File: src/rtl/cim_sas_sequencer.sv
// Bit-serial sequencer for the CIM Shift_and_Add block: one ADC fetch and one
// in_valid beat per input bit, each beat acknowledged by out_valid or timed out.
module cim_sas_sequencer #(
    parameter int BIT_CELL       = 1,
    parameter int BIT_DAC        = 1,
    parameter int BIT_W          = 8,
    parameter int OUY            = 8,
    parameter int BIT_IFM        = 8,
    parameter int MAX_NUM_FILTER = 32,
    parameter int MAX_WAIT       = 100,
    localparam int ADC_PRECISION = BIT_CELL + BIT_DAC + $clog2(OUY)
                                   - (((BIT_CELL == 1) || (BIT_DAC == 1)) ? 1 : 0),
    localparam int BIT_ONES_COUNTER       = $clog2(OUY),
    localparam int BIT_INPUT_BIT_POSITION = $clog2(BIT_IFM)
) (
    input  logic                                clk,
    input  logic                                rst_n,
    input  logic                                start,
    input  logic [OUY*BIT_IFM-1:0]              ifm_in,
    input  logic [MAX_NUM_FILTER*BIT_W-1:0]     weight_pos_in,
    output logic                                adc_req,
    output logic [BIT_INPUT_BIT_POSITION-1:0]   adc_bit,
    input  logic                                adc_valid,
    input  logic [ADC_PRECISION-1:0]            adc_data,
    output logic                                in_valid,
    output logic [ADC_PRECISION-1:0]            ADC_RESULT,
    output logic [MAX_NUM_FILTER*BIT_W-1:0]     WEIGHT_BIT_POSITION,
    output logic [BIT_ONES_COUNTER-1:0]         ONES_COUNTER,
    output logic [BIT_INPUT_BIT_POSITION-1:0]   INPUT_BIT_POSITION,
    input  logic                                out_valid,
    output logic                                busy,
    output logic                                done,
    output logic                                timeout_err
);

    localparam int WAIT_W = $clog2(MAX_WAIT);
    localparam logic [BIT_INPUT_BIT_POSITION-1:0] LAST_BIT = BIT_INPUT_BIT_POSITION'(BIT_IFM - 1);

    typedef enum logic [2:0] {
        S_IDLE,
        S_REQ,
        S_ISSUE,
        S_WAIT,
        S_DONE
    } state_t;

    state_t                              r_state;
    state_t                              w_next_state;
    logic [OUY*BIT_IFM-1:0]              r_ifm;
    logic [MAX_NUM_FILTER*BIT_W-1:0]     r_wpos;
    logic [BIT_INPUT_BIT_POSITION-1:0]   r_bit;
    logic [WAIT_W-1:0]                   r_wait_cnt;
    logic [ADC_PRECISION-1:0]            r_adc;
    logic                                r_timeout_err;
    logic [BIT_ONES_COUNTER-1:0]         w_ones;
    logic                                w_last_bit;
    logic                                w_wait_expired;

    assign w_last_bit     = (r_bit == LAST_BIT);
    assign w_wait_expired = (r_wait_cnt == WAIT_W'(MAX_WAIT - 1));
    assign timeout_err    = r_timeout_err;

    // Ones count of the current bit slice; truncation to the port width is intended.
    always_comb begin
        w_ones = '0;
        for (int r = 0; r < OUY; r++) begin
            w_ones = w_ones + BIT_ONES_COUNTER'(r_ifm[r*BIT_IFM + int'(r_bit)]);
        end
    end

    always_ff @(posedge clk or negedge rst_n) begin
        if (!rst_n) begin
            r_state <= S_IDLE;
        end else begin
            r_state <= w_next_state;
        end
    end

    always_comb begin
        // NOTE: every output gets a default before the case so no path can infer a latch.
        w_next_state        = r_state;
        adc_req             = 1'b0;
        adc_bit             = '0;
        in_valid            = 1'b0;
        ADC_RESULT          = '0;
        WEIGHT_BIT_POSITION = '0;
        ONES_COUNTER        = '0;
        INPUT_BIT_POSITION  = '0;
        busy                = 1'b0;
        done                = 1'b0;
        case (r_state)
            S_IDLE: begin
                if (start) w_next_state = S_REQ;
            end
            S_REQ: begin
                busy    = 1'b1;
                adc_req = 1'b1;
                adc_bit = r_bit;
                if (adc_valid) w_next_state = S_ISSUE;
            end
            S_ISSUE: begin
                busy                = 1'b1;
                in_valid            = 1'b1;
                ADC_RESULT          = r_adc;
                WEIGHT_BIT_POSITION = r_wpos;
                ONES_COUNTER        = w_ones;
                INPUT_BIT_POSITION  = r_bit;
                w_next_state        = S_WAIT;
            end
            S_WAIT: begin
                busy = 1'b1;
                if (out_valid) begin
                    w_next_state = w_last_bit ? S_DONE : S_REQ;
                end else if (w_wait_expired) begin
                    w_next_state = S_IDLE;
                end
            end
            S_DONE: begin
                done         = 1'b1;
                w_next_state = S_IDLE;
            end
            default: w_next_state = S_IDLE;
        endcase
    end

    // NOTE: the latched slice and weights are reset as well, so a reset mid-run leaves nothing stale behind.
    always_ff @(posedge clk or negedge rst_n) begin
        if (!rst_n) begin
            r_ifm         <= '0;
            r_wpos        <= '0;
            r_bit         <= '0;
            r_wait_cnt    <= '0;
            r_adc         <= '0;
            r_timeout_err <= 1'b0;
        end else begin
            case (r_state)
                S_IDLE: begin
                    if (start) begin
                        r_ifm         <= ifm_in;
                        r_wpos        <= weight_pos_in;
                        r_bit         <= '0;
                        r_timeout_err <= 1'b0;
                    end
                end
                S_REQ: begin
                    if (adc_valid) r_adc <= adc_data;
                end
                S_ISSUE: begin
                    r_wait_cnt <= '0;
                end
                S_WAIT: begin
                    if (out_valid) begin
                        if (!w_last_bit) r_bit <= r_bit + BIT_INPUT_BIT_POSITION'(1);
                    end else if (w_wait_expired) begin
                        r_timeout_err <= 1'b1;
                    end else begin
                        r_wait_cnt <= r_wait_cnt + WAIT_W'(1);
                    end
                end
                default: ;
            endcase
        end
    end

endmodule

File: config.mk
export PLATFORM = sky130hd
export DESIGN_NAME = cim_sas_sequencer
export DESIGN_NICKNAME = d
export VERILOG_FILES = /design/src/rtl/cim_sas_sequencer.sv
export SDC_FILE = /design/constraint.sdc
export NUM_CORES = 1
export LEC_CHECK = 0
export CAP_MARGIN = 10
export CELL_PAD_IN_SITES_DETAIL_PLACEMENT = 0
export CELL_PAD_IN_SITES_GLOBAL_PLACEMENT = 2
export CORE_UTILIZATION = 27
export DETAILED_ROUTE_END_ITERATION = 10
export GPL_ROUTABILITY_DRIVEN = 0
export HOLD_SLACK_MARGIN = 0.1
export PLACE_DENSITY = 0.95
export SLEW_MARGIN = 10
export SYNTH_ARGS = -nofsm -noshare
export SYNTH_HDL_FRONTEND = slang
export SYNTH_SLANG_ARGS = --single-unit
File: constraint.sdc
create_clock -name clk -period 11.9 [get_ports clk]
set_input_delay 1.19 -clock clk [delete_from_list [all_inputs] [get_ports clk]]
set_output_delay 1.19 -clock clk [all_outputs]
set_load 0.01 [all_outputs]
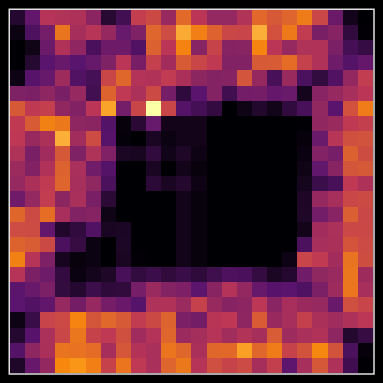
(images/route_heat.png)
Scale: 1.5 px per um. The die is cut into 24 by 24 equal tiles; black is low, pale yellow is high, scaled to the fullest tile. Values are wire area over tile area, all layers added.
tiles over half the peak: 25%
fullest tile: 0.42
nearly empty tiles: 18%
mean over tiles: 0.13
emptiest ninth of the die: centre
Total GRT Usage: 16.4%
wire length after detailed routing: 49100 um
Vias: 13.4k

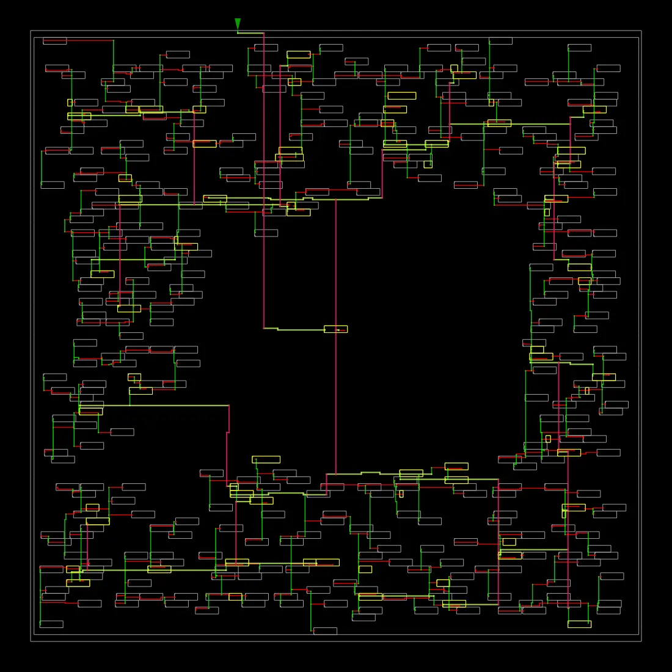
(images/clock_nets.png)
clock buf count: 60
number of flip-flops and latches: 338
number of buffers created by CTS: 40

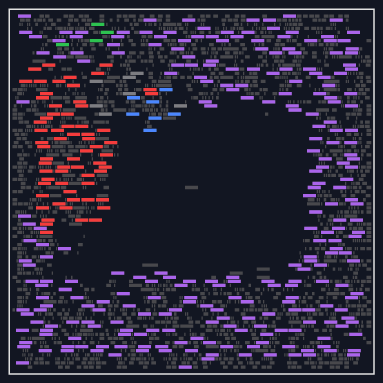
(images/ff_map.png)
Scale: 1.5 px per um. Other sequential cells in the stronger grey, the rest of the logic in the fainter grey.
| colour | signal | placed flops |
|---|---|---|
| blue | r_wait_cnt | 7 |
| red | r_ifm | 64 |
| purple | r_wpos | 256 |
| green | r_adc | 4 |
storage element area: 8460 sq um
reported sequential group power: 0.00194 W

==> reports/summary.json <==
{
  "flow.area_growth_from_synthesis": {"value": 50.0, "unit": "%"},
  "hold_path_origin": {"value": "r_wpos[242]$_DFFE_PN0P_"},
  "clock_network_area_share": {"value": 6.09, "unit": "%"},
  "n_antenna_cell": {"value": 1},
  "max_slew.worst_pin.slew": {"value": 1.10, "unit": "ns"},
  "sh_comb_area": {"value": 27.2, "unit": "%"},
  "synth.distinct_cells": {"value": 38},
  "critical_path_required": {"value": 10.71, "unit": "ns"},
  "yosys-stat-cells": {"value": 1789},
  "cts_tree": {"value": "built"},
  "cts.sinks": {"value": 338},
  "period_minus_slack": {"value": 6.45, "unit": "ns"},
  "cell_internal_pwr": {"value": 0.00347, "unit": "W"},
  "most-common-layout-cells": {"value": "968 x sky130_fd_sc_hd__nand2_1, 601 x sky130_fd_sc_hd__clkdlybuf4s50_1, 338 x sky130_fd_sc_hd__dfrtp_1, 265 x sky130_fd_sc_hd__and2_1, 41 x sky130_fd_sc_hd__clkbuf_16"},
  "max-vdd-ir-drop": {"value": 0.187, "unit": "mV"},
  "detailedPlace.worstSlack": {"value": 6.02, "unit": "ns"},
  "grt_util_met3": {"value": 3.31, "unit": "%"},
  "power_per_cell_area": {"value": 227, "unit": "nW/um^2"},
  "first_iter_violations": {"value": 694},
  "muxShareOfSynthArea": {"value": 3.44, "unit": "%"},
  "worstSetupPathType": {"value": "reg -> out"},
  "timing.hold.ws": {"value": 0.463, "unit": "ns"},
  "critical_path.reg2reg.startpoint": {"value": "r_state[0]$_DFFE_PN0P_"},
  "met1_length": {"value": 20700, "unit": "um"},
  "grt_pass1_vias": {"value": 13500},
  "synth_xor_xnor_area_share": {"value": 0.0563, "unit": "%"},
  "share_seq_of_total_power": {"value": 36.6, "unit": "%"},
  "path_max_fanout": {"value": 21},
  "power.clock.fraction": {"value": 24.6, "unit": "%"},
  "synthAoiAreaFrac": {"value": 0.820, "unit": "%"},
  "layout.cell_area.non_filler": {"value": 23300, "unit": "sq um"},
  "timing_max_transition_violations_final": {"value": 0},
  "postSynthNetCount": {"value": 2127},
  "result_of_the_run": {"value": "finished, final reports clean"},
  "clockRootBuffer": {"value": "sky130_fd_sc_hd__clkbuf_16"},
  "yosys.stat.chipArea": {"value": 15600, "unit": "sq um"}
}
No activity file was given, so power comes from the tool's default toggle rates.
